[src/rtl/multicycle_controller.sv]
// Purpose : main control FSM for a multicycle MIPS-subset datapath (R-type, lw, sw, beq, j).
// Latency : outputs are combinational from the current state and inputs; state advances once per clk.
// Backpr. : FETCH, MEM_RD and MEM_WR stall while mem_ready=0; no other state waits.
//
// Ports:
//   clk, rst_n          - clock; asynchronous active-low reset (state forced to FETCH)
//   OpCode, Funct       - instruction register fields
//   mem_ready           - memory completes the current access this cycle
//   PCWr..ALUSrcA       - datapath enables/selects
//   ALUSrcB, PCSrc      - 2-bit mux selects
//   ALUCtr              - ALU operation code
//   retire              - instruction completes this cycle
//   illegal             - set only while parked in TRAP
//   state               - current FSM state code
// Build option: define ILLEGAL_TRAP_EN to park in TRAP on an illegal instruction;
// otherwise illegal instructions execute as a NOP and illegal stays 0.
module multicycle_controller (
  input  logic       clk,
  input  logic       rst_n,
  input  logic [5:0] OpCode,
  input  logic [5:0] Funct,
  input  logic       mem_ready,
  output logic       PCWr,
  output logic       PCWrCond,
  output logic       IorD,
  output logic       IRWr,
  output logic       MemRd,
  output logic       MemWr,
  output logic       RegDst,
  output logic       Mem2Reg,
  output logic       RegWr,
  output logic       ALUSrcA,
  output logic       retire,
  output logic       illegal,
  output logic [1:0] ALUSrcB,
  output logic [1:0] PCSrc,
  output logic [3:0] ALUCtr,
  output logic [3:0] state
);

  typedef enum logic [3:0] {
    S_FETCH    = 4'd0,
    S_DECODE   = 4'd1,
    S_MEM_ADDR = 4'd2,
    S_MEM_RD   = 4'd3,
    S_MEM_WB   = 4'd4,
    S_MEM_WR   = 4'd5,
    S_EXEC_R   = 4'd6,
    S_WB_R     = 4'd7,
    S_BRANCH   = 4'd8,
    S_JUMP     = 4'd9,
    S_TRAP     = 4'd10
  } state_t;

  localparam logic [3:0] ALU_ADD = 4'b0010;
  localparam logic [3:0] ALU_SUB = 4'b0110;
  localparam logic [3:0] ALU_AND = 4'b0000;
  localparam logic [3:0] ALU_OR  = 4'b0001;
  localparam logic [3:0] ALU_SLT = 4'b0111;

  state_t cur_state, nxt_state;

  logic       is_r, is_lw, is_sw, is_beq, is_j, is_ill;
  logic [3:0] funct_alu;

  // Instruction decode; an R-type opcode with an unknown Funct is illegal.
  always_comb begin
    is_r      = 1'b0;
    funct_alu = ALU_ADD;
    if (OpCode == 6'h00) begin
      case (Funct)
        6'h20: begin is_r = 1'b1; funct_alu = ALU_ADD; end
        6'h22: begin is_r = 1'b1; funct_alu = ALU_SUB; end
        6'h24: begin is_r = 1'b1; funct_alu = ALU_AND; end
        6'h25: begin is_r = 1'b1; funct_alu = ALU_OR;  end
        6'h2a: begin is_r = 1'b1; funct_alu = ALU_SLT; end
        default: ;
      endcase
    end
  end

  assign is_lw  = (OpCode == 6'h23);
  assign is_sw  = (OpCode == 6'h2b);
  assign is_beq = (OpCode == 6'h04);
  assign is_j   = (OpCode == 6'h02);
  assign is_ill = !(is_r || is_lw || is_sw || is_beq || is_j);

  always_ff @(posedge clk or negedge rst_n) begin
    if (!rst_n) cur_state <= S_FETCH;
    else        cur_state <= nxt_state;
  end

  assign state = cur_state;

  always_comb begin
    nxt_state = S_FETCH;
    PCWr      = 1'b0;
    PCWrCond  = 1'b0;
    IorD      = 1'b0;
    IRWr      = 1'b0;
    MemRd     = 1'b0;
    MemWr     = 1'b0;
    RegDst    = 1'b0;
    Mem2Reg   = 1'b0;
    RegWr     = 1'b0;
    ALUSrcA   = 1'b0;
    retire    = 1'b0;
    illegal   = 1'b0;
    ALUSrcB   = 2'b00;
    PCSrc     = 2'b00;
    ALUCtr    = 4'b0000;

    case (cur_state)
      S_FETCH: begin
        MemRd   = 1'b1;
        ALUSrcB = 2'b01;
        ALUCtr  = ALU_ADD;
        // IR load and PC+4 happen only on the cycle memory delivers the word.
        IRWr    = mem_ready;
        PCWr    = mem_ready;
        nxt_state = mem_ready ? S_DECODE : S_FETCH;
      end
      S_DECODE: begin
        // Branch target precomputed into ALUOut while the opcode is decoded.
        ALUSrcB = 2'b11;
        ALUCtr  = ALU_ADD;
        if (is_r)                nxt_state = S_EXEC_R;
        else if (is_lw || is_sw) nxt_state = S_MEM_ADDR;
        else if (is_beq)         nxt_state = S_BRANCH;
        else if (is_j)           nxt_state = S_JUMP;
        else if (is_ill) begin
`ifdef ILLEGAL_TRAP_EN
          nxt_state = S_TRAP;
`else
          nxt_state = S_FETCH;
`endif
        end
      end
      S_MEM_ADDR: begin
        ALUSrcA = 1'b1;
        ALUSrcB = 2'b10;
        ALUCtr  = ALU_ADD;
        if (is_lw)      nxt_state = S_MEM_RD;
        else if (is_sw) nxt_state = S_MEM_WR;
      end
      S_MEM_RD: begin
        MemRd     = 1'b1;
        IorD      = 1'b1;
        nxt_state = mem_ready ? S_MEM_WB : S_MEM_RD;
      end
      S_MEM_WB: begin
        RegWr   = 1'b1;
        Mem2Reg = 1'b1;
        retire  = 1'b1;
      end
      S_MEM_WR: begin
        MemWr     = 1'b1;
        IorD      = 1'b1;
        retire    = mem_ready;
        nxt_state = mem_ready ? S_FETCH : S_MEM_WR;
      end
      S_EXEC_R: begin
        ALUSrcA   = 1'b1;
        ALUCtr    = funct_alu;
        nxt_state = S_WB_R;
      end
      S_WB_R: begin
        RegWr  = 1'b1;
        RegDst = 1'b1;
        retire = 1'b1;
      end
      S_BRANCH: begin
        ALUSrcA  = 1'b1;
        ALUCtr   = ALU_SUB;
        PCWrCond = 1'b1;
        PCSrc    = 2'b01;
        retire   = 1'b1;
      end
      S_JUMP: begin
        PCWr   = 1'b1;
        PCSrc  = 2'b10;
        retire = 1'b1;
      end
`ifdef ILLEGAL_TRAP_EN
      S_TRAP: begin
        // Parked until reset.
        illegal   = 1'b1;
        nxt_state = S_TRAP;
      end
`endif
      default: nxt_state = S_FETCH;
    endcase
  end

endmodule

[config.mk]
export PLATFORM = sky130hd
export DESIGN_NAME = multicycle_controller
export DESIGN_NICKNAME = d
export VERILOG_FILES = /design/src/rtl/multicycle_controller.sv
export SDC_FILE = /design/constraint.sdc
export NUM_CORES = 1
export LEC_CHECK = 0
export CORE_MARGIN = 2
export CORE_UTILIZATION = 39
export DETAILED_ROUTE_END_ITERATION = 7
export PLACE_DENSITY_LB_ADDON = 0.1
export SETUP_SLACK_MARGIN = 0.15
export SYNTH_ARGS = -nofsm -noshare
export SYNTH_HDL_FRONTEND = slang
export SYNTH_SLANG_ARGS = --single-unit
[constraint.sdc]
create_clock -name clk -period 2.02 [get_ports clk]
set_input_delay 0.404 -clock clk [delete_from_list [all_inputs] [get_ports clk]]
set_output_delay 0.404 -clock clk [all_outputs]
set_load 0.02 [all_outputs]
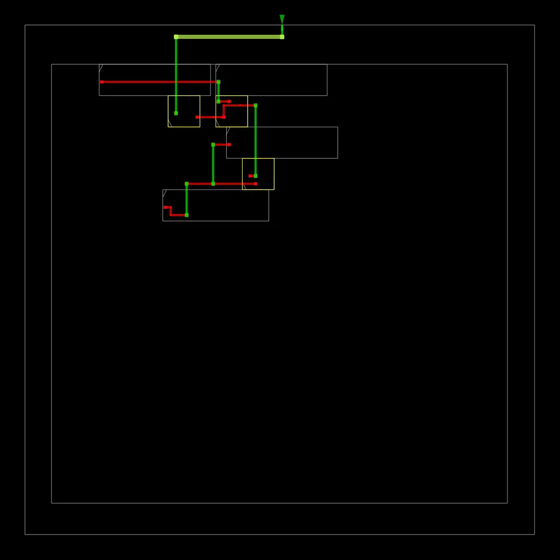
(run_1/clocks.png)
number of buffers added by the clock tree synthesis step: 3
number of sequential cells: 4
clock net sink count: 4
clock insertion delay at the later pin of the skew report: 230 ps
power drawn by the clock network: 0.0957 mW

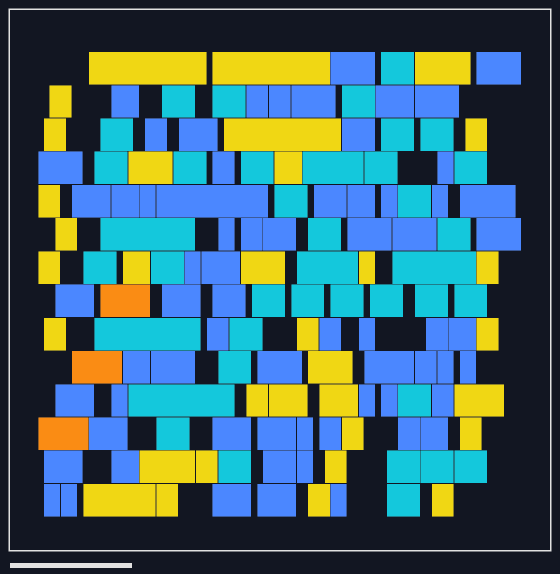
(run_1/sizes.png)
Scale bar: 10 um.
orange -> _6 and larger  # cells 3
yellow -> _2 cells  # cells 33
blue -> _0 and _1 cells  # cells 67
cyan -> _3 and _4 cells  # cells 39
fin worst setup slack: 138 ps
Design Area, Final: 0.00117 mm^2
area added between synthesis and finish: 85.5%

==> results.txt, run 1 <==
Flow results.

- STA reports a reg2reg setup slack of 540 ps.
- The routability congestion estimate from global placement is 0.825.
- The global routing report lists met3 layer usage as 0.0367.
- In this run, the synthesized area fraction spent on and/or/nand/nor cells is recorded as 0.474.
- Once layout is complete, the cells apart from fillers number 158.
- The critical path in this run is classified as flip-flop to output pin.
- For this floorplan the total number of well-tap instances is 16.
- Registers take 104 um^2.
- The post-route utilization of the core is recorded as 0.777.
- The flow ran to the end, and the final reports show no timing, DRC or antenna violations.
- The final timing summary puts the cycle share of the worst path at 0.932.
- Per STA, the worst path accumulates the most delay in the family simple AND/OR/NAND/NOR gates.
- Of the total synthesized cell area, the portion taken by AND-OR and OR-AND cells is 0.167.
- The cell count listed in synth_stat.txt is 81.
- The wire length after detailed routing is 1980 um.
- Setup repair after global routing could not meet its margin everywhere.
- For this run, the detailed router's first-pass iteration total came to 4.
- The clock buffer and inverter area fraction after layout is 0.0193.
- The number of logged tool warnings is 29.
- Multi-input combinational cells in the finished layout were counted as 67.
- The clock period minus final worst setup slack is 1880 ps.
- The total power per unit cell area is 281 mW/mm^2.
- The proportion of layout cells with a drive suffix above 1 is 0.528.
- Per Yosys stat, the portion of area used by sequential elements is 0.159.
- The delay of the slowest critical-path stage is 440 ps.
- The top-level port count is 39.
- The count of hold-fix buffers inserted at cts is 0.
- The inverter count of the layout excluding clock inverters is 2.
- The detailed placement HPWL is 1600 um.
- The combinational family with the most area after synthesis is simple AND/OR/NAND/NOR gates.
- The area share of fa/ha/maj cells after synthesis is 0.0159.
- The top fanout value on the critical path is 7.
- Recorded from the global router log, the overflow total was 0.
- The count of inserted antenna diode cells is 0.
- Before CTS, the worst setup slack after placement is -618 ps.
- Per the placement report, the placed cell count is 153.
- The max-cap violation count is 0.
- For reference, the critical path cell chain is nand2b_2 > nor3_1 > a31o_1 > buf_2.
- The share of the synthesized area in the top cell type is 0.159.
- The synthesis report lists the most area-consuming cells as sky130_fd_sc_hd__dfrtp_1 (16%), sky130_fd_sc_hd__nand2b_1 (6.0%), sky130_fd_sc_hd__mux2i_1 (4.8%).
- The master of the slowest instance on the critical path is sky130_fd_sc_hd__dfrtp_2.
- At the floorplan stage, the core utilization is reported as 0.419.
- The final-report hold violation count is 0.
- After layout, the clock buffer instance count stands at 3.
- The total core area is 0.00151 mm^2.
- The largest net degree at the start of global routing is 10.
- The register fraction of the total cell area is 0.0888.
- Per the layout area report, the combinational fraction of cell area is 0.446.
- The combined global-route utilization of all metal layers is 0.217.
- The most frequent logic cell in the layout is sky130_fd_sc_hd__buf_4.
- After global routing, the most crowded layer is met2.
- The via count of the first global-routing pass was 789.
- The cell at the root of the clock tree is sky130_fd_sc_hd__clkbuf_4.
- In the layout the commonest cells are sky130_fd_sc_hd__buf_4 (30), sky130_fd_sc_hd__buf_2 (15), sky130_fd_sc_hd__nand2_1 (8).
- The worst IR drop on VDD is 373 uV.
- For this run, the final setup violation count is recorded as 0.
- The net count of the finished layout is 159.
- STA classifies the critical path startpoint as a flip-flop.
- The detailed router's first-iteration violation count is 13.
- Summing all placed instances gives a cell area of 0.00118 mm^2.
- The number of H-tree levels is 1.
- The TritonCTS clock tree is yes.
- The tally of filler cells in the layout is 123.
- For this run, global-route usage on met1 was measured as 0.253.
- The kind of end point of the critical path is an output pin.
- In the final layout, the multi-input gates occupy 522 um^2.
- The count of unresolved DRC violations after routing is 0.
- The data arrival at the endpoint of the critical path is 1480 ps.
- Synthesis inferred 4 register bits.
- After synthesis the cells add up to 631 um^2.
- The total number of vias is 821.
- Per the synthesis report, the XOR/XNOR share of the synthesized area is 0.0139.
- The post-synthesis cell type count is 39.
- After floorplanning, the core was divided into 14 placement rows.
- The register with the most flip-flops in the layout has 4 of them.
- The timing report notes that buffer and inverter cells on the critical path total 1.
- The worst-case reg-to-reg path depth is 5.
- The number of synthesis warnings is 0.
- The portion of synthesized area spent on multiplexers is 0.0655.
- The yosys synthesis chip area is 631 um^2.
- The power report puts the leakage power at 0.565 nW.
- The number of nets with antenna violations after detailed routing is 0.
- The fraction of final cell area spent on non-clock buffers in this run is 0.422.
- The cell count after synthesis came out at 81.
- The first global-routing pass estimated 3240 um of wire.
- The area of the die is 0.00195 mm^2.
- The routed design shows a via density per instance of 5.20.
- On met2, the global router reports a usage of 0.406.
- The cell type taking the most area is multi-input combinational cells.
- The clock-pin slew of the registers on the worst-case setup and hold paths is 40 ps.
- The endpoint of the worst register-to-register path is state[1].
- The critical path endpoint has a required time of 1620 ps.
- The startpoint of the worst register-to-register path is state[0].
- The min-delay analysis places its worst path in the category input pin to asynchronous set/reset pin.
- The script logs the mean routed wire length per placed instance as 12.5 um.
- Looking at area per cell type in the netlist, the leader is sky130_fd_sc_hd__dfrtp_1.
- The maximum achievable frequency is 531 MHz.
- The number of buffers on the longest clock path is 2.
- Counting pins that exceed their max-slew limit in the final report gives 0.
- The number of antenna violations at the first check in global routing was 0.
- The average instance in the mapped netlist occupies 7.79 um^2.
- Per the layout report, the design carries 66 non-clock buffers.
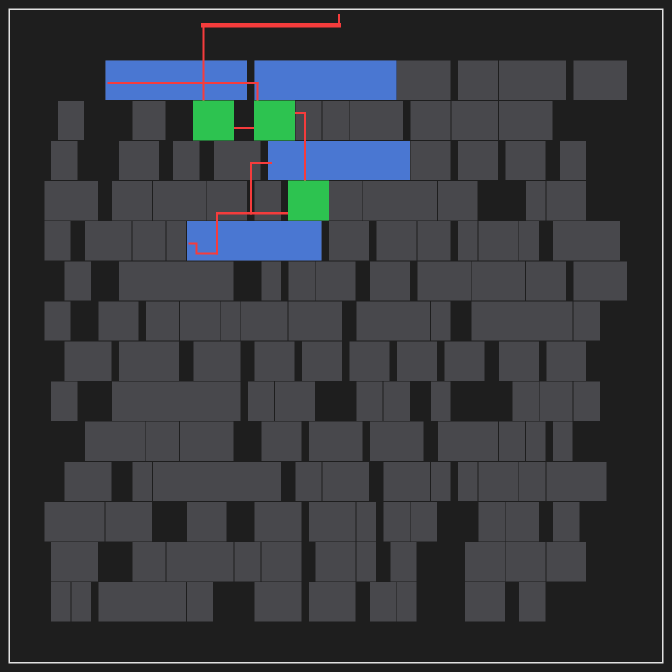
(run_1/clk_routes.png)
green -> clock drivers  # count 3
blue -> flip-flops  # count 4
red -> clock wires  # length 57.9 um
routed clock nets = 4
flops lie = top centre
portion of total power attributed to the clock network: 0.291
Layout Skew: 3.72 ps

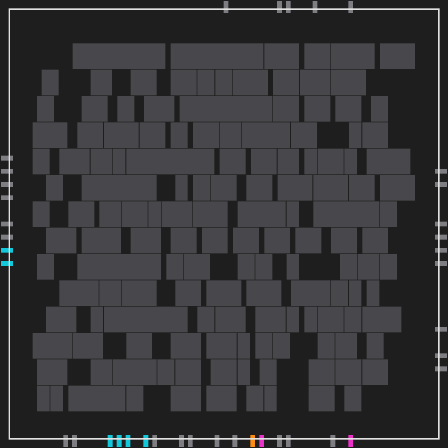
(run_1/io_placement.png)
Pins as bars across the die edge, other pins in grey.
cyan -> Funct  # pins 6, direction input, edge 4 bottom, 2 left
magenta -> ALUSrcB  # pins 2, direction output, edge bottom
orange -> MemWr  # pins 1, direction output, edge bottom
all pins by edge = 17 bottom, 9 right, 8 left, 5 top
count of input and output buffers: 36
Die H: 44.2 um
Die W: 44.2 um

run 1: worst max-delay path by stage:
stage                          from   endpoint  slack [ps]  depth (start not counted)
final                      state[3]  ALUCtr[2]         140                          4
after global routing       state[3]  ALUCtr[2]          90                          4
after CTS                 mem_ready       PCWr          70                          5
after detailed placement  OpCode[1]  ALUCtr[2]        -620                          6
after global placement    OpCode[5]  ALUCtr[2]        -570                          6
after floorplan            state[1]  ALUCtr[2]         150                          4
run 1: report_power, final:
part | switching, mW | leakage, nW | total (mW) | internal (mW)
combinational | 0.0712 | 0.502 | 0.146 | 0.0749
clock | 0.0294 | 0.0138 | 0.0957 | 0.0663
sequential | 0.00426 | 0.0493 | 0.0871 | 0.0829
total | 0.105 | 0.565 | 0.329 | 0.224
run 1: through the flow:
stage	hold slack (ps)	TNS, ps	total power, mW
4_1_cts	385	0	0.327
6_report	380	0	0.329
3_3_place_gp	611	-2690	0.239
2_1_floorplan	108	0	0.153
5_1_grt	385	0	0.349
3_5_place_dp	620	-2870	0.242
run 1: repair_timing:
item / CTS / global route
resized: 102 / 15
buffers inserted: 1 / 1
setup endpoints to repair: 18 / 18
pin swaps: 5 / 0
hold endpoints to repair: 0 / 0
run 1: per-layer routing:
metal,routed length [um],part of all wire,up-vias
met5,0,0,-
met3,86,0.043,4
li1,-,-,413
met4,27,0.014,0
met1,818,0.41,377
met2,1050,0.53,27
run 1: synth_stat cells, drive strengths merged:
master and count:
nor3b 3, mux2i 3, dfrtp 4, a211oi 1, nor3 8, conb 1
nand2 9, nand2b 7, o221ai 1, a32oi 1, o32ai 1, a31o 1
nor4bb 1, o22ai 1, or2 2, nor2b 1, o21ai 2, maj3 1
xnor2 1, o211ai 1, and4 1, a21oi 5, a31oi 1, inv 2
mux2 1, nor2 6, nand3b 1, a21o 1, nor4b 2, buf 9
nor4 2
==> inputs of run 2 (changes only) <==
Settings changed: RECOVER_POWER from default to 50.
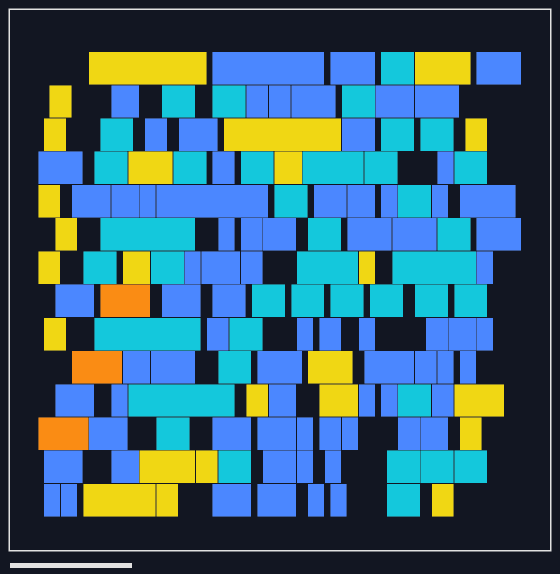
(run_2/sizes.png)
Scale bar: 10 um.
cyan -> _3 and _4 cells  # cells 39
yellow -> _2 cells  # cells 24
orange -> _6 and larger  # cells 3
blue -> _0 and _1 cells  # cells 76
Plain + repair buffers: 66
fin worst setup slack: 130 ps
area added between synthesis and finish: 82.9%
Design Area, Final: 0.00115 mm^2

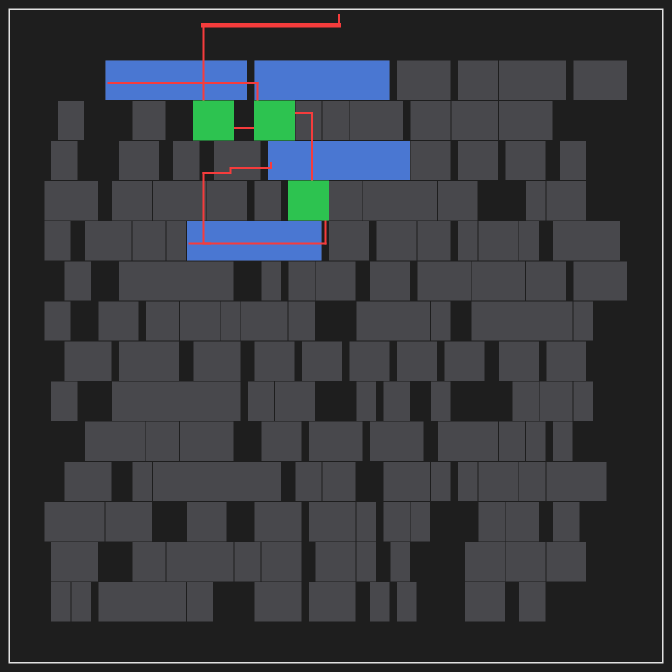
(run_2/clk_routes.png)
green -> clock drivers  # count 3
blue -> flip-flops  # count 4
red -> clock wires  # length 65.2 um
routed clock nets = 4
flops lie = top centre
portion of total power attributed to the clock network: 0.295
Layout Skew: 4.97 ps
power drawn by the clock network: 0.0966 mW

==> results.txt, run 2 <==
Flow results.

- The predominant post-synthesis flop cell is sky130_fd_sc_hd__dfrtp_1 (unchanged).
- Result of the run: completed (unchanged).
- The worst-case reg-to-reg path depth is 5 (unchanged).
- The maximum achievable frequency is 529 MHz (was 531 MHz).
- The global-route wire length before repair came to 3240 um (unchanged).
- The total power per unit cell area came to 284 mW/mm^2 (was 281 mW/mm^2).
- The kind of path behind the tightest hold check is input pin to asynchronous set/reset pin (unchanged).
- The final routed wire length divided by cell count was 12.7 um (was 12.5 um).
- The number of port buffers is 36 (unchanged).
- The share of the synthesized area in the top cell type is 0.159 (unchanged).
- The number of standard-cell rows in the floorplan came to 14 (unchanged).
- Setup repair after global routing missed its margin: true (unchanged).
- Commonest cells after routing, fill and taps aside: sky130_fd_sc_hd__buf_4 (29), sky130_fd_sc_hd__buf_2 (12), sky130_fd_sc_hd__nand2_1 (8) (was sky130_fd_sc_hd__buf_4 (30), sky130_fd_sc_hd__buf_2 (15), sky130_fd_sc_hd__nand2_1 (8)).
- The number of enable flip-flop cells came to 0 (unchanged).
- The share of synthesized registers carrying an async set or reset is 1.00 (unchanged).
- The routability congestion estimate from global placement was 0.825 (unchanged).
- The clock period minus final worst setup slack is 1890 ps (was 1880 ps).
- The wire length after detailed routing is 2000 um (was 1980 um).
- The detailed placement HPWL was 1600 um (unchanged).
- The x dimension of the die was 44.2 um (unchanged).
- The number of logged tool warnings is 29 (unchanged).
- The worst IR drop on VDD is 373 uV (about the same).
- The reported leakage power is 0.547 nW (was 0.565 nW).
- The number of H-tree levels is 1 (unchanged).
- The data arrival at the endpoint of the critical path is 1490 ps (was 1480 ps).
- The post-synthesis cell type count came to 39 (unchanged).
- The top fanout value on the critical path is 7 (unchanged).
- The most area-hungry cell type in the Yosys netlist is sky130_fd_sc_hd__dfrtp_1 (unchanged).
- The slack of the worst reg-to-reg path came to 490 ps (was 540 ps).
- The count of inserted antenna diode cells came to 0 (unchanged).
- The cell count listed in synth_stat.txt is 81 (unchanged).
- The number of nets with antenna violations after detailed routing was 0 (unchanged).
- The number of cells produced by synthesis is 81 (unchanged).
- The final-report hold violation count is 0 (unchanged).
- The TritonCTS clock tree is yes (unchanged).
- The yosys synthesis chip area was 631 um^2 (unchanged).
- The via count of the first global-routing pass is 789 (unchanged).
- List of cells traversed by the critical path: nand2b_2 > nor3_1 > a31o_1 > buf_2 (unchanged).
- The master of the slowest instance on the critical path was sky130_fd_sc_hd__dfrtp_2 (unchanged).
- The CTS sink count was 4 (unchanged).
- The synthesized flop and latch total is 4 (unchanged).
- The total instance count after detailed placement is 153 (unchanged).
- The worst path buffer plus inverter count is 1 (unchanged).
- The number of vias per cell is 5.27 (was 5.20).
- The combined global-route utilization of all metal layers is 0.217 (unchanged).
- The cell type group with the largest total delay on the critical path was simple AND/OR/NAND/NOR gates (unchanged).
- The flip-flop count of the largest register, all copies and words added is 4 (unchanged).
- The number of antenna violations at the first check in global routing is 0 (unchanged).
- The most used standard cell by instance count after synthesis is sky130_fd_sc_hd__nand2_1 (unchanged).
- The startpoint kind of the worst setup timing path is a flip-flop (unchanged).
- The final max-slew violation count came to 0 (unchanged).
- The max-cap violation count came to 0 (unchanged).
- The count of hold-fix buffers inserted at cts is 0 (unchanged).
- The data required time at the worst endpoint came to 1620 ps (about the same).
- The final instance count without filler cells came to 158 (unchanged).
- The number of synthesis warnings was 0 (unchanged).
- The clock-pin slew of the registers on the worst-case setup and hold paths is 40 ps (about the same).
- The total number of vias is 833 (was 821).
- The mean post-synth cell area is 7.79 um^2 (unchanged).
- The number of optimization iterations in the first detailed-route pass was 4 (unchanged).
- The part of the Yosys area used for sequential elements is 0.159 (unchanged).
- The kind of end point of the critical path is an output pin (unchanged).
- The remaining global-route overflow is 0 (unchanged).
- The most frequent logic cell in the layout is sky130_fd_sc_hd__buf_4 (unchanged).
- The top-level port count was 39 (unchanged).
- The latest clock arrival within the worst-skew pair is 230 ps (about the same).
- The initial standard-cell utilization of the core is 0.419 (unchanged).
- The worst slack at placement came to -618 ps (unchanged).
- The count of unresolved DRC violations after routing is 0 (unchanged).
- The endpoint of the worst register-to-register path is state[1] (unchanged).
- The largest net degree at the start of global routing was 10 (unchanged).
- The detailed router's first-iteration violation count is 7 (was 13).
- The final-stage net count is 159 (unchanged).
- The tally of filler cells in the layout came to 130 (was 123).
- The final clock period utilization by the worst path is 0.936 (was 0.932).
- The final-report setup violation count is 0 (unchanged).
- Top cells by area, synth: sky130_fd_sc_hd__dfrtp_1 (16%), sky130_fd_sc_hd__nand2b_1 (6.0%), sky130_fd_sc_hd__mux2i_1 (4.8%) (unchanged).
- The vertical die size is 44.2 um (unchanged).
- The category of the most critical setup path is flip-flop to output pin (unchanged).
- The number of buffers on the longest clock path was 2 (unchanged).
- The cell area after technology mapping is 631 um^2 (unchanged).
- The TritonCTS buffer count is 3 (unchanged).
- The area of the die is 0.00195 mm^2 (unchanged).
- The startpoint of the worst register-to-register path is state[0] (unchanged).
- The proportion of layout cells with a drive suffix above 1 is 0.465 (was 0.528).
- The total core area is 0.00151 mm^2 (unchanged).
- The post-place instance area came to 0.00118 mm^2 (unchanged).
- The cell at the root of the clock tree is sky130_fd_sc_hd__clkbuf_4 (unchanged).
- Commonest cells post-synth: sky130_fd_sc_hd__nand2_1 (8), sky130_fd_sc_hd__nand2b_1 (6), sky130_fd_sc_hd__nor2_1 (6), sky130_fd_sc_hd__nor3_1 (6) (unchanged).
- The delay of the slowest critical-path stage is 440 ps (about the same).
run 2: cell type report:
type / instances / area (um^2) / share of cell area
Multi-Input combinational cell: 67 / 514 / 0.446
Timing Repair Buffer: 66 / 487 / 0.422
Sequential cell: 4 / 103 / 0.0889
Clock buffer: 3 / 22.5 / 0.0195
Tap cell: 16 / 20.0 / 0.0174
Inverter: 2 / 7.51 / 0.00651
run 2: report_power, final:
group,internal [mW],switching [mW]
logic,0.0722,0.0712
registers,0.0828,0.00425
clock network,0.0663,0.0303
total,0.221,0.106
run 2: per-layer routing:
layer	global-route usage	up-vias	part of all wire
li1	-	413	-
met1	0.253	381	0.41
met2	0.406	33	0.52
met3	0.0367	6	0.044
met4	0.0545	0	0.017
met5	0	-	0
run 2: worst max-delay path by stage:
stage,cells after the start,slack (ps),from,to
floorplan,4,150,state[1],ALUCtr[2]
global placement,6,-570,OpCode[5],ALUCtr[2]
detailed placement,6,-620,OpCode[1],ALUCtr[2]
CTS,5,70,mem_ready,PCWr
global route,2,80,state[1],state[1]
finish,4,130,state[3],ALUCtr[2]
run 2: kinds of logic after synthesis:
group,count (synthesis),share of synthesized area
other,1,0.00595
buffers and inverters,11,0.0992
AOI/OAI and AO/OA,16,0.167
xor gates and xnor gates,1,0.0139
and+or+nand+nor,43,0.474
DFF,4,0.159
muxes,4,0.0655
adders and majority gates,1,0.0159
run 2: what timing repair did:
item | in CTS | in global routing
pin swaps | 5 | 0
setup endpoints to repair | 18 | 18
gates resized | 102 | 15
setup buffers | 1 | 1
run 2: metrics by stage:
step	hold slack, ps	util	setup TNS (ps)	power (mW)
4_1_cts	385	0.777	0	0.327
3_3_place_gp	611	0.786	-2690	0.239
3_5_place_dp	620	0.786	-2870	0.242
2_1_floorplan	108	-	0	0.153
5_1_grt	455	0.766	0	0.346
6_report	449	0.766	0	0.327
==> run_2/placement_by_type.png <==
Scale bar: 10 um.
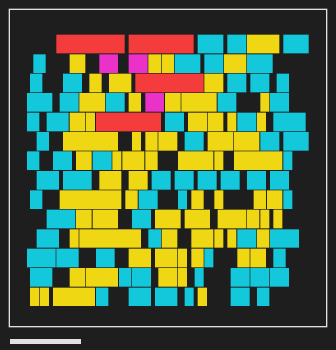

==> inputs of run 3 (changes only) <==
Settings changed: CORE_MARGIN 2 to default.
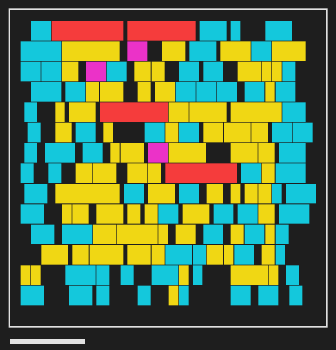
(run_3/placement_by_type.png)
Scale bar: 10 um.
cyan -> remaining buffers and delay cells  # cells 69, share of their area 45%
yellow -> combinational and other logic  # cells 69, share of their area 45%
magenta -> clock drivers  # cells 3, share of their area 1.9%
red -> sequential cells  # cells 4, share of their area 8.8%
total core area: 0.00151 mm^2
Design Area, Final: 0.00118 mm^2
flop share of the area: 0.0866
fin util: 0.787

==> results.txt, run 3 <==
Flow results.

- Result of the run: completed (unchanged).
- The number of buffers on the longest clock path is 2 (unchanged).
- The number of clock-tree buffers in the layout is 3 (unchanged).
- The TritonCTS clock tree is yes (unchanged).
- The synthesized flop and latch total is 4 (unchanged).
- The mean post-synth cell area came to 7.79 um^2 (unchanged).
- The final-report setup violation count is 0 (unchanged).
- The share of synthesized registers carrying an async set or reset came to 1.00 (unchanged).
- The footprint of the flip-flops and latches is 103 um^2 (unchanged).
- The data arrival at the endpoint of the critical path is 1490 ps (about the same).
- The number of optimization iterations in the first detailed-route pass is 4 (unchanged).
- The maximum achievable frequency is 528 MHz (was 529 MHz).
- The cell at the root of the clock tree is sky130_fd_sc_hd__clkbuf_4 (unchanged).
- The number of logged tool warnings came to 29 (unchanged).
- The number of synthesis warnings is 0 (unchanged).
- The number of multi-input logic gates is 67 (unchanged).
- The predominant post-synthesis flop cell is sky130_fd_sc_hd__dfrtp_1 (unchanged).
- The proportion of power drawn by flip-flops and latches was 0.256 (was 0.266).
- The tally of filler cells in the layout was 128 (was 130).
- List of cells traversed by the critical path: buf_4 > mux2_1 > nor2_1 > buf_4 (was nand2b_2 > nor3_1 > a31o_1 > buf_2).
- The yosys synthesis chip area is 631 um^2 (unchanged).
- The number of nets with antenna violations after detailed routing is 0 (unchanged).
- The initial standard-cell utilization of the core was 0.419 (unchanged).
- The worst hold slack across all endpoints is 450 ps (was 449 ps).
- The CTS sink count is 4 (unchanged).
- The total setup buffers inserted after CTS came to 1 (unchanged).
- The footprint of the multi-input gates was 512 um^2 (was 514 um^2).
- The proportion of layout cells with a drive suffix above 1 is 0.510 (was 0.465).
- The data required time at the worst endpoint was 1620 ps (about the same).
- The part of the total power dissipated in combinational logic came to 0.442 (was 0.438).
- The reported leakage power was 0.554 nW (was 0.547 nW).
- The count of unresolved DRC violations after routing is 0 (unchanged).
- The number of H-tree levels is 1 (unchanged).
- The most used standard cell by instance count after synthesis is sky130_fd_sc_hd__nand2_1 (unchanged).
- The most frequent logic cell in the layout is sky130_fd_sc_hd__buf_4 (unchanged).
- The most area-hungry cell type in the Yosys netlist is sky130_fd_sc_hd__dfrtp_1 (unchanged).
- The post-cts repair resize count is 104 (was 102).
- The category of the most critical setup path is flip-flop to output pin (unchanged).
- The cell type group with the largest total delay on the critical path is flip-flops (was simple AND/OR/NAND/NOR gates).
- The worst IR drop on VDD is 278 uV (was 373 uV).
- The final max-slew violation count is 0 (unchanged).
- The post-synthesis cell type count is 39 (unchanged).
- The clock buffer and inverter area fraction after layout is 0.0190 (was 0.0195).
- The number of enable flip-flop cells was 0 (unchanged).
- The number of vias per cell is 5.36 (was 5.27).
- The count of hold-fix buffers inserted at cts is 0 (unchanged).
- The final-stage net count is 162 (was 159).
- The number of port buffers is 36 (unchanged).
- The maximum clock skew at final layout was 1.73 ps (was 4.97 ps).
- The x dimension of the die is 42.2 um (was 44.2 um).
- The TritonCTS buffer count is 3 (unchanged).
- Top cells by area, synth: sky130_fd_sc_hd__dfrtp_1 (16%), sky130_fd_sc_hd__nand2b_1 (6.0%), sky130_fd_sc_hd__mux2i_1 (4.8%) (unchanged).
- The final-report hold violation count is 0 (unchanged).
- The part of the Yosys area used for sequential elements is 0.159 (unchanged).
- The kind of end point of the critical path is an output pin (unchanged).
- The clock network fraction of design power came to 0.301 (was 0.295).
- The flip-flop count of the largest register, all copies and words added came to 4 (unchanged).
- The remaining global-route overflow is 0 (unchanged).
- The cell count listed in synth_stat.txt is 81 (unchanged).
- The global-route wire length before repair is 3350 um (was 3240 um).
- The delay of the slowest critical-path stage came to 460 ps (was 440 ps).
- The number of standard-cell rows in the floorplan came to 14 (unchanged).
- The number of flip-flops and latches is 4 (unchanged).
- The total power per unit cell area came to 283 mW/mm^2 (was 284 mW/mm^2).
- The detailed router's first-iteration violation count is 12 (was 7).
- The number of well taps is 16 (unchanged).
- The combined global-route utilization of all metal layers came to 0.235 (was 0.217).
- Commonest cells after routing, fill and taps aside: sky130_fd_sc_hd__buf_4 (29), sky130_fd_sc_hd__buf_2 (12), sky130_fd_sc_hd__nand2_1 (7) (was sky130_fd_sc_hd__buf_4 (29), sky130_fd_sc_hd__buf_2 (12), sky130_fd_sc_hd__nand2_1 (8)).
- The final instance count without filler cells was 161 (was 158).
- The clock-pin slew of the registers on the worst-case setup and hold paths is 40 ps (about the same).
- The count of inserted antenna diode cells is 0 (unchanged).
- The inverter count of the layout excluding clock inverters is 2 (unchanged).
- The master of the slowest instance on the critical path is sky130_fd_sc_hd__dfrtp_1 (was sky130_fd_sc_hd__dfrtp_2).
- The switching share of power is 0.332 (was 0.323).
- The via count of the first global-routing pass was 808 (was 789).
- The total instance count after detailed placement is 153 (unchanged).
- The top-level port count came to 39 (unchanged).
- The share of the synthesized area in the top cell type was 0.159 (unchanged).
- The clock period minus final worst setup slack is 1890 ps (about the same).
- The startpoint kind of the worst setup timing path is a flip-flop (unchanged).
- The post-place instance area is 0.00118 mm^2 (unchanged).
- The non-clock buffering overhead in the final layout came to 0.439 (was 0.422).
- The number of antenna violations at the first check in global routing is 0 (unchanged).
- The latest clock arrival within the worst-skew pair came to 240 ps (was 230 ps).
- The top fanout value on the critical path is 7 (unchanged).
- The kind of path behind the tightest hold check is input pin to asynchronous set/reset pin (unchanged).
- Setup repair after global routing missed its margin: true (unchanged).
- The area of the die is 0.00178 mm^2 (was 0.00195 mm^2).
- The internal power consumption is 0.224 mW (was 0.221 mW).
- The wire length after detailed routing came to 2090 um (was 2000 um).
- The worst path buffer plus inverter count is 2 (was 1).
- The logic share of the area is 0.432 (was 0.446).
- The cell area after technology mapping is 631 um^2 (unchanged).
- The total power of the final layout is 0.336 mW (was 0.327 mW).
- The max-cap violation count came to 0 (unchanged).
- The routability congestion estimate from global placement came to 0.764 (was 0.825).
- The final clock period utilization by the worst path is 0.937 (was 0.936).
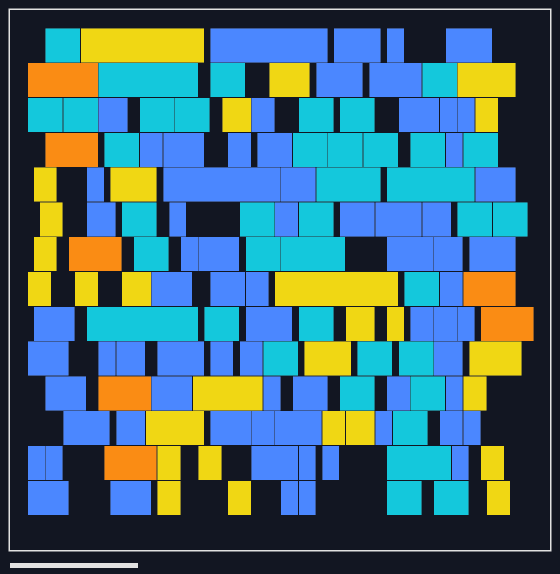
(run_3/sizes.png)
Scale bar: 10 um.
orange -> _6 and larger  # cells 7
yellow -> _2 cells  # cells 28
cyan -> _3 and _4 cells  # cells 39
blue -> _0 and _1 cells  # cells 71
Plain + repair buffers: 69
area added between synthesis and finish: 87.9%
fin worst setup slack: 127 ps

-- run 3: final timing paths --
kind / start / endpoint / slack (ps) / cells after the start
worst max-delay path: state[1] / ALUSrcA / 130 / 4
worst min-delay path: rst_n / state[0] / 450 / 1
worst max register to register: state[1] / state[0] / 560 / 5
worst min register to register: state[3] / state[2] / 710 / 2
max in group asynchronous: rst_n / state[3] / 1370 / 1
min in group clk: OpCode[3] / state[3] / 560 / 5
-- run 3: worst reg2reg max path, stage by stage (launching register included) --
cell and delay [ps]:
sky130_fd_sc_hd__dfrtp_1 450, sky130_fd_sc_hd__buf_4 180, sky130_fd_sc_hd__nand2b_4 160, sky130_fd_sc_hd__nor3_1 290, sky130_fd_sc_hd__nand2_1 120, sky130_fd_sc_hd__o221ai_1 180
-- run 3: cells by family after synthesis --
family                     share of synthesized area
and+or+nand+nor                                0.474
AOI/OAI and AO/OA                              0.167
buffers and inverters                         0.0992
muxes                                         0.0655
DFF                                            0.159
adders and majority gates                     0.0159
other                                        0.00595
xor gates and xnor gates                      0.0139
-- run 3: routing by layer --
layer,share of wire,up-vias,track usage
met5,0,-,0
met4,0.033,0,0.100
met3,0.043,9,0.0259
met2,0.52,35,0.425
met1,0.40,400,0.277
li1,-,419,-
-- run 3: power groups by stage --
stage	logic (mW)	registers, mW	clock network, mW
2_1_floorplan	0.0631	0.0899	0
3_3_place_gp	0.152	0.0869	0
3_5_place_dp	0.156	0.0869	0
4_1_cts	0.145	0.0861	0.102
5_1_grt	0.159	0.0865	0.114
6_report	0.148	0.0861	0.101
-- run 3: per-stage QoR --
step           utilization  setup WS, ps
2_1_floorplan            -           150
3_3_place_gp         0.786          -583
3_5_place_dp         0.786          -637
4_1_cts              0.786           138
5_1_grt              0.787          77.6
6_report             0.787           127
No activity file was given, so power comes from the tool's default toggle rates.
